--- src/rtl/acorn128_pkg.sv ---
// Shared ACORN-128 definitions: state width, block sizes, phase encoding, LFSR taps
// and the keystream / feedback / state-update functions used by both cipher paths.
package acorn128_pkg;

  localparam int STATE_W  = 293;
  localparam int CT_W     = 128;
  localparam int PAD_W    = 256;
  localparam int CNT_W    = 9;
  localparam int CT_IDX_W = $clog2(CT_W);

  typedef logic [STATE_W-1:0] state_t;

  typedef enum logic [2:0] {
    PH_IDLE = 3'd0,
    PH_DATA = 3'd1,
    PH_PAD1 = 3'd2,
    PH_PAD2 = 3'd3,
    PH_DONE = 3'd4
  } phase_e;

  // Six LFSR segments, applied top-down so each tap still sees its pre-step value.
  localparam int LFSR_N = 6;
  localparam int LFSR_DST [LFSR_N] = '{289, 230, 193, 154, 107, 61};
  localparam int LFSR_TA  [LFSR_N] = '{235, 196, 160, 111, 66, 23};
  localparam int LFSR_TB  [LFSR_N] = '{230, 193, 154, 107, 61, 0};

  localparam int KS_L0 = 12;
  localparam int KS_L1 = 154;
  localparam int KS_MAJ [3] = '{235, 61, 193};
  localparam int KS_CH  [3] = '{230, 111, 66};

  localparam int FB_L0  = 0;
  localparam int FB_INV = 107;
  localparam int FB_CA  = 196;
  localparam int FB_MAJ [3] = '{244, 23, 160};

  function automatic logic maj_f(input logic a, input logic b, input logic c);
    return (a & b) ^ (a & c) ^ (b & c);
  endfunction

  function automatic logic ch_f(input logic x, input logic y, input logic z);
    return (x & y) ^ (~x & z);
  endfunction

  function automatic state_t lfsr128_f(input state_t s);
    state_t t;
    t = s;
    for (int i = 0; i < LFSR_N; i++) begin
      t[LFSR_DST[i]] = t[LFSR_DST[i]] ^ t[LFSR_TA[i]] ^ t[LFSR_TB[i]];
    end
    return t;
  endfunction

  function automatic logic ksg128_f(input state_t s);
    state_t t;
    t = lfsr128_f(s);
    return t[KS_L0] ^ t[KS_L1]
         ^ maj_f(t[KS_MAJ[0]], t[KS_MAJ[1]], t[KS_MAJ[2]])
         ^ ch_f(t[KS_CH[0]], t[KS_CH[1]], t[KS_CH[2]]);
  endfunction

  function automatic logic fbk128_f(input state_t s, input logic ca, input logic cb);
    state_t t;
    t = lfsr128_f(s);
    return t[FB_L0] ^ ~t[FB_INV]
         ^ maj_f(t[FB_MAJ[0]], t[FB_MAJ[1]], t[FB_MAJ[2]])
         ^ (ca & t[FB_CA]) ^ (cb & ksg128_f(s));
  endfunction

  function automatic state_t update128_f(input state_t s, input logic m,
                                         input logic ca, input logic cb);
    state_t t;
    t = lfsr128_f(s);
    return {fbk128_f(s, ca, cb) ^ m, t[STATE_W-1:1]};
  endfunction

endpackage

--- src/rtl/acorn128_decrypt_if.sv ---
// Request/result bundle of the ACORN-128 decryption core.
// ACORN_DEC_EARLY_PT_EN adds the pt_valid early-plaintext strobe.
interface acorn128_decrypt_if;
  import acorn128_pkg::*;

  logic            start;
  state_t          state_in;
  logic [CT_W-1:0] cipher_in;
  logic            busy;
  logic            done;
  logic [CT_W-1:0] plaintext_out;
  state_t          state_out;
`ifdef ACORN_DEC_EARLY_PT_EN
  logic            pt_valid;

  modport master (output start, state_in, cipher_in,
                  input  busy, done, plaintext_out, state_out, pt_valid);
  modport slave  (input  start, state_in, cipher_in,
                  output busy, done, plaintext_out, state_out, pt_valid);
`else
  modport master (output start, state_in, cipher_in,
                  input  busy, done, plaintext_out, state_out);
  modport slave  (input  start, state_in, cipher_in,
                  output busy, done, plaintext_out, state_out);
`endif

endinterface

--- src/rtl/acorn128_step.sv ---
// One ACORN-128 step: keystream bit from the current state and the next state
// for a given message bit and control bits.
module acorn128_step
  import acorn128_pkg::*;
(
  input  state_t s,
  input  logic   m,
  input  logic   ca,
  input  logic   cb,
  output logic   ks,
  output state_t s_next
);

  assign ks     = ksg128_f(s);
  assign s_next = update128_f(s, m, ca, cb);

endmodule

--- src/rtl/acorn128_decrypt.sv ---
// Bit-serial ACORN-128 decryption: 128 ciphertext steps then 2x256 padding steps.
// ACORN_DEC_EARLY_PT_EN releases plaintext with a pt_valid pulse when DATA ends.
module acorn128_decrypt
  import acorn128_pkg::*;
(
  input  logic              clk,
  input  logic              rst,
  acorn128_decrypt_if.slave bus
);

  localparam logic [CNT_W-1:0] CNT_ZERO     = {CNT_W{1'b0}};
  localparam logic [CNT_W-1:0] CNT_ONE      = CNT_W'(1);
  localparam logic [CNT_W-1:0] CNT_CT_LAST  = CNT_W'(CT_W - 1);
  localparam logic [CNT_W-1:0] CNT_PAD_LAST = CNT_W'(PAD_W - 1);

  phase_e              phase_r, phase_n_s;
  logic [CNT_W-1:0]    cnt_r, cnt_n_s;
  state_t              s_r, s_next_s, state_out_r;
  logic [CT_W-1:0]     cipher_r, pt_r, pt_n_s, plaintext_out_r;
  logic                busy_r, done_r;
  logic                accept_s, step_s, last_s, m_s, ca_s, ks_s;
  logic [CT_IDX_W-1:0] idx_s;

  assign idx_s = cnt_r[CT_IDX_W-1:0];

  acorn128_step u_step (
    .s      (s_r),
    .m      (m_s),
    .ca     (ca_s),
    .cb     (1'b0),
    .ks     (ks_s),
    .s_next (s_next_s)
  );

  // Next phase, step counter and the per-step message/control bits
  always_comb begin
    phase_n_s = phase_r;
    cnt_n_s   = cnt_r;
    pt_n_s    = pt_r;
    accept_s  = 1'b0;
    step_s    = 1'b0;
    last_s    = 1'b0;
    m_s       = 1'b0;
    ca_s      = 1'b0;
    case (phase_r)
      PH_IDLE: begin
        if (bus.start) begin
          accept_s  = 1'b1;
          phase_n_s = PH_DATA;
          cnt_n_s   = CNT_ZERO;
        end else begin
          phase_n_s = PH_IDLE;
        end
      end
      PH_DATA: begin
        step_s        = 1'b1;
        ca_s          = 1'b1;
        m_s           = cipher_r[idx_s] ^ ks_s;
        pt_n_s[idx_s] = m_s;
        last_s        = (cnt_r == CNT_CT_LAST);
      end
      PH_PAD1: begin
        step_s = 1'b1;
        ca_s   = 1'b1;
        m_s    = (cnt_r == CNT_ZERO);
        last_s = (cnt_r == CNT_PAD_LAST);
      end
      PH_PAD2: begin
        step_s = 1'b1;
        last_s = (cnt_r == CNT_PAD_LAST);
      end
      PH_DONE: begin
        phase_n_s = PH_IDLE;
        cnt_n_s   = CNT_ZERO;
      end
      default: begin
        phase_n_s = PH_IDLE;
        cnt_n_s   = CNT_ZERO;
      end
    endcase
    // Shared counter advance / phase hand-off for the three stepping phases
    if (step_s) begin
      if (last_s) begin
        cnt_n_s = CNT_ZERO;
        case (phase_r)
          PH_DATA: phase_n_s = PH_PAD1;
          PH_PAD1: phase_n_s = PH_PAD2;
          PH_PAD2: phase_n_s = PH_DONE;
          default: phase_n_s = PH_IDLE;
        endcase
      end else begin
        cnt_n_s = cnt_r + CNT_ONE;
      end
    end else begin
      cnt_n_s = cnt_n_s;
    end
  end

  // Control registers: phase, counter, busy/done flags
  always_ff @(posedge clk or posedge rst) begin
    if (rst) begin
      phase_r <= PH_IDLE;
      cnt_r   <= CNT_ZERO;
      busy_r  <= 1'b0;
      done_r  <= 1'b0;
    end else begin
      phase_r <= phase_n_s;
      cnt_r   <= cnt_n_s;
      busy_r  <= (phase_n_s == PH_DATA) || (phase_n_s == PH_PAD1) || (phase_n_s == PH_PAD2);
      done_r  <= (phase_n_s == PH_DONE);
    end
  end

  // Working state, latched ciphertext and plaintext being recovered
  always_ff @(posedge clk or posedge rst) begin
    if (rst) begin
      s_r      <= {STATE_W{1'b0}};
      cipher_r <= {CT_W{1'b0}};
      pt_r     <= {CT_W{1'b0}};
    end else if (accept_s) begin
      s_r      <= bus.state_in;
      cipher_r <= bus.cipher_in;
      pt_r     <= {CT_W{1'b0}};
    end else if (step_s) begin
      s_r      <= s_next_s;
      pt_r     <= pt_n_s;
    end
  end

  // Final state is taken from the last padding step as DONE is entered
  always_ff @(posedge clk or posedge rst) begin
    if (rst) begin
      state_out_r <= {STATE_W{1'b0}};
    end else if ((phase_r == PH_PAD2) && last_s) begin
      state_out_r <= s_next_s;
    end
  end

`ifdef ACORN_DEC_EARLY_PT_EN
  logic pt_valid_r;

  // Plaintext released as DATA ends, including the bit recovered on that step
  always_ff @(posedge clk or posedge rst) begin
    if (rst) begin
      plaintext_out_r <= {CT_W{1'b0}};
      pt_valid_r      <= 1'b0;
    end else if ((phase_r == PH_DATA) && last_s) begin
      plaintext_out_r <= pt_n_s;
      pt_valid_r      <= 1'b1;
    end else begin
      pt_valid_r      <= 1'b0;
    end
  end

  assign bus.pt_valid = pt_valid_r;
`else
  // Plaintext released together with the final state
  always_ff @(posedge clk or posedge rst) begin
    if (rst) begin
      plaintext_out_r <= {CT_W{1'b0}};
    end else if ((phase_r == PH_PAD2) && last_s) begin
      plaintext_out_r <= pt_r;
    end
  end
`endif

  assign bus.busy          = busy_r;
  assign bus.done          = done_r;
  assign bus.plaintext_out = plaintext_out_r;
  assign bus.state_out     = state_out_r;

endmodule

--- src/flat_wrapper.sv ---
// flat-port wrapper written by rule: the top's interface ports become plain ports
module acorn128_decrypt_flat import acorn128_pkg::*;
  (clk, rst, bus_start, bus_state_in, bus_cipher_in, bus_busy, bus_done, bus_plaintext_out, bus_state_out);
  acorn128_decrypt_if bus_i ();
  input  logic clk;
  input  logic rst;
  input wire logic [$bits(bus_i.start)-1:0] bus_start;
  input wire logic [$bits(bus_i.state_in)-1:0] bus_state_in;
  input wire logic [$bits(bus_i.cipher_in)-1:0] bus_cipher_in;
  output wire logic [$bits(bus_i.busy)-1:0] bus_busy;
  output wire logic [$bits(bus_i.done)-1:0] bus_done;
  output wire logic [$bits(bus_i.plaintext_out)-1:0] bus_plaintext_out;
  output wire logic [$bits(bus_i.state_out)-1:0] bus_state_out;
  assign bus_i.start = bus_start;
  assign bus_i.state_in = bus_state_in;
  assign bus_i.cipher_in = bus_cipher_in;
  assign bus_busy = bus_i.busy;
  assign bus_done = bus_i.done;
  assign bus_plaintext_out = bus_i.plaintext_out;
  assign bus_state_out = bus_i.state_out;
  acorn128_decrypt u_core (.clk(clk), .rst(rst), .bus(bus_i));
endmodule
--- config.mk ---
export PLATFORM = sky130hd
export DESIGN_NAME = acorn128_decrypt_flat
export DESIGN_NICKNAME = d
export VERILOG_FILES = /design/src/rtl/acorn128_pkg.sv /design/src/rtl/acorn128_decrypt_if.sv /design/src/rtl/acorn128_step.sv /design/src/rtl/acorn128_decrypt.sv /design/src/flat_wrapper.sv
export SDC_FILE = /design/constraint.sdc
export NUM_CORES = 2
export LEC_CHECK = 0
export ABC_AREA = 0
export CAP_MARGIN = 20
export CELL_PAD_IN_SITES_DETAIL_PLACEMENT = 0
export CELL_PAD_IN_SITES_GLOBAL_PLACEMENT = 1
export CORE_UTILIZATION = 40
export DETAILED_ROUTE_END_ITERATION = 7
export PLACE_DENSITY = 0.92
export SYNTH_ARGS = -nofsm -noshare
export SYNTH_HDL_FRONTEND = slang
export SYNTH_SLANG_ARGS = --single-unit
--- constraint.sdc ---
create_clock -name clk -period 33.7 [get_ports clk]
set_input_delay 3.37 -clock clk [delete_from_list [all_inputs] [get_ports clk]]
set_output_delay 3.37 -clock clk [all_outputs]
set_load 0.02 [all_outputs]
### I/O nets highlighted

(1.5 px per um)
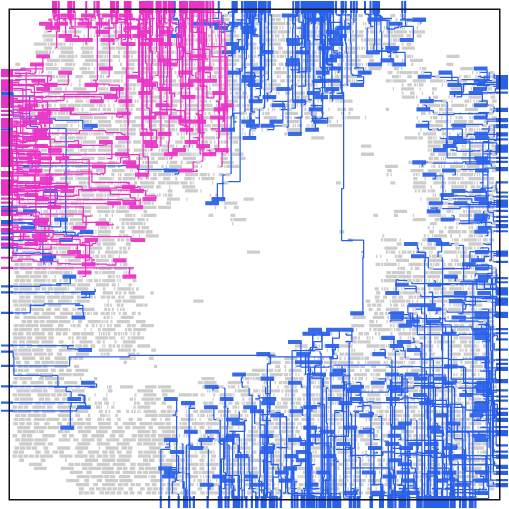
| port | colour | direction | edge | end cells | buffers | wire |
|---|---|---|---|---|---|---|
| bus_state_out | blue | output | 118 bottom, 88 right, 68 top, 19 left | 293 | 293 | 17200 um |
| bus_plaintext_out | magenta | output | 64 left, 64 top | 128 | 128 | 8170 um |
# IOs: 847
PortBufs: 846

### Placement view

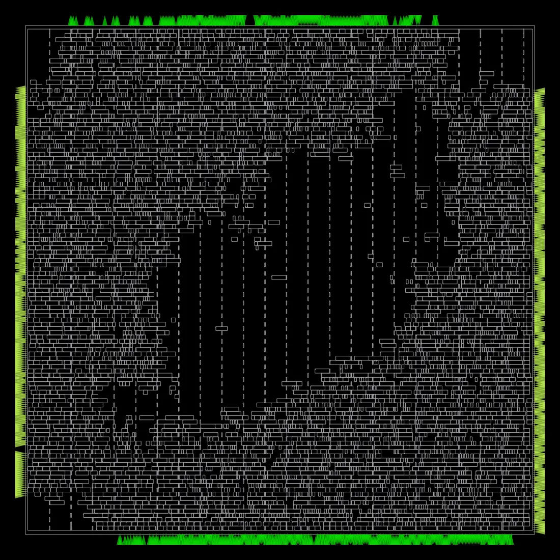
Core ar.: 0.104 mm^2
fin util: 0.529
n_taps: 1380
non-filler cells, final: 6219
Seq area share: 0.448

### Sequential cells grouped by signal name

(1 px per um)
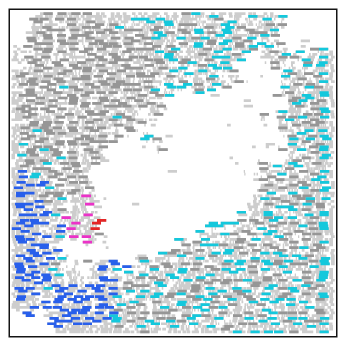
| netlist name | colour | flops |
|---|---|---|
| u_core.cipher_r | blue | 128 |
| u_core.bus.state_out | cyan | 293 |
| u_core.cnt_r | magenta | 9 |
| u_core.phase_r | red | 3 |
Power Sequential: 1.79 mW
storage element area: 0.0246 mm^2

### Clock distribution

(1 px per um)
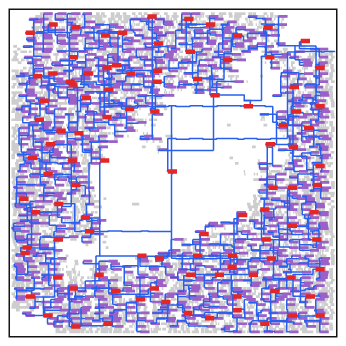
[flip-flops] purple | count: 984
[clock wires] blue | length: 12600 um
[clock drivers] red | count: 103
flops lie: all over the die
routed clock nets: 104
clk_skew: 0.0289 ns
Clock Power: 1.15 mW

### Cell classes on the final placement

(1 px per um)
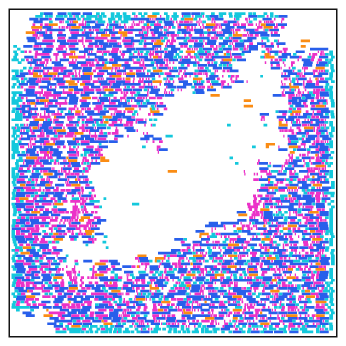
| class | colour | cells |
|---|---|---|
| clock drivers and dummy loads | orange | 184 |
| combinational and other logic | magenta | 2752 |
| remaining buffers and delay cells | cyan | 907 |
| sequential cells | blue | 984 |

==> notes.md <==
fresh numbers from the pnr run: met1 global-route usage=0.325, placed insts=6019, crit-path cells=clkdlybuf4s50_1, inv_8, buf_4, buf_4, buf_4, buf_4, buf_4, Syn Inst Count=4032, Hold Path Class=reg2reg, Arrival @ worst endpoint=8.32 ns, largest buffer count on any clock path=3, ys async rst share=1.00, initial antenna violation count=21, r2r worst-path depth=9, DRC=0, sequential area share after synthesis=0.586, Die W=326 um, First-pass DRT Iterations=6, reg2reg setup slack=28.70 ns, Detail Placement HPWL=91400 um, met3 GRT Util=0.0513, Yosys reg bits=984, FF-to-FF End=u_core.bus.state_out[59]$_DFFE_PP0P_, Ys Warns=0, Die Ht=326 um, Layout area overhead=30.9%, CP Capture Type=asynchronous set/reset pin, syn_area_per_cell=10.4 um^2, xor+xnor area frac=0.00399, pre-CTS setup slack=25.14 ns, die area=0.106 mm^2, fp util=0.405, layout cells sized above 1=0.108, Max Cap Violations=0, GRT busiest layer=met2, TritonCTS clock tree=yes, worst hold path cell count=2, comb area leader=simple AND/OR/NAND/NOR gates, Clk pin slew, worst setup/hold paths=0.06 ns, Crit. Startpoint=rst, vias per cell=5.27, GRT Util Overall=0.249, Worst Setup EP=u_core.bus.state_out[183]$_DFFE_PP0P_, hold endpoint=u_core.bus.state_out[164]$_DFFE_PP0P_, Rows=118, vias in the first global route=32700, fillers=9084, total gr overflow=0, Complex Gates by Area=0.104, Crit path top cell by count=buf_4, status=finished clean, Routed Antenna Nets=0, Pwr Total=4.28 mW, global placement routability congestion=0.903, dpl cell area=0.0514 mm^2, CTS resizes=0, YS chip area=0.0420 mm^2, routed wl met2=64400 um, Top Metal Used=met5, DR vias=32800, crit-path max FO=109, CP Class=in2async, Hold Startpoint=u_core.bus.state_out[164]$_DFFE_PP0P_, H-tree levels=3, fin worst setup slack=26.08 ns, worst reg2reg path startpoint=u_core.cnt_r[4]$_DFFE_PP0P_, Post-CTS Setup Inserts=0, unrepaired setup endpoints after global routing=no, Final setup viols=0, Final Max Slew Viols=0, Hold Fails Final Rpt=0, largest net degree at the start of global routing=205, leakage power=23.8 nW, clk ins delay skew pair=0.70 ns, cells in synth_stat.txt=4032, cts bufs inserted=103, ys flop type=dfrtp_1, Synth Area in Simple Gates=0.152, Stages on worst setup path=7, Starting DRT DRC Count=2429, Synth cell types=56, count of library flops with an enable pin=0, Fmax=0.131 GHz, setup TNS=0 ns, Worst Path Required=34.40 ns, delay-heaviest family, CP=buffers and inverters
## sequential cells by signal, indices dropped and copies added (netlist names)
signal,count
u_core.bus.plaintext_out,128
u_core.bus.done,1
u_core.phase_r,3
u_core.bus.state_out,293
u_core.cipher_r,128
u_core.bus.busy,1
u_core.pt_r,128
u_core.cnt_r,9
u_core.s_r,293
## layout make-up
type / count / area [um^2] / share of cell area
timing repair buffer: 907 / 9050 / 0.165
sequential: 984 / 24600 / 0.448
tap: 1380 / 1730 / 0.0314
inverter: 6 / 30.0 / 0.000546
multi-input combinational: 2746 / 16100 / 0.293
clock buffer: 156 / 3130 / 0.0569
antenna: 12 / 30.0 / 0.000546
clock inverter: 28 / 277 / 0.00503
## Yosys cell counts, types with 2 or more instances
cell,count,area (um^2)
a21oi_1,139,696
mux4_2,27,608
and2_1,2,12.5
o41ai_1,2,17.5
buf_1,3,11.3
a32oi_1,2,17.5
mux2_2,128,1440
xnor3_1,2,45.0
nor2_1,48,180
ha_1,2,25.0
buf_2,50,250
nor2b_1,7,43.8
o22ai_1,2,12.5
buf_6,18,203
dfrtp_1,984,24600
clkbuf_1,223,837
nor4_1,3,18.8
a22oi_1,3,22.5
or2_2,4,25.0
o32ai_1,2,17.5
a311oi_2,117,1760
and3_1,2,12.5
nand2_1,1558,5850
maj3_1,2,20.0
o21ai_0,314,1570
a311o_1,2,20.0
mux2i_1,301,3010
nand3_1,4,20.0
xnor2_1,9,78.8
nor4b_1,4,35.0
nor3_1,8,40.0
inv_1,5,18.8
xor2_1,5,43.8
or3_1,4,25.0
nand2b_1,11,68.8
a311oi_1,15,131
## power breakdown
group	total (mW)	leakage (nW)	switching (mW)	internal (mW)
registers	1.79	12.6	0.289	1.50
logic	1.34	9.47	0.822	0.516
clock network	1.15	1.70	0.482	0.668
Power and IR drop assume default switching activity.
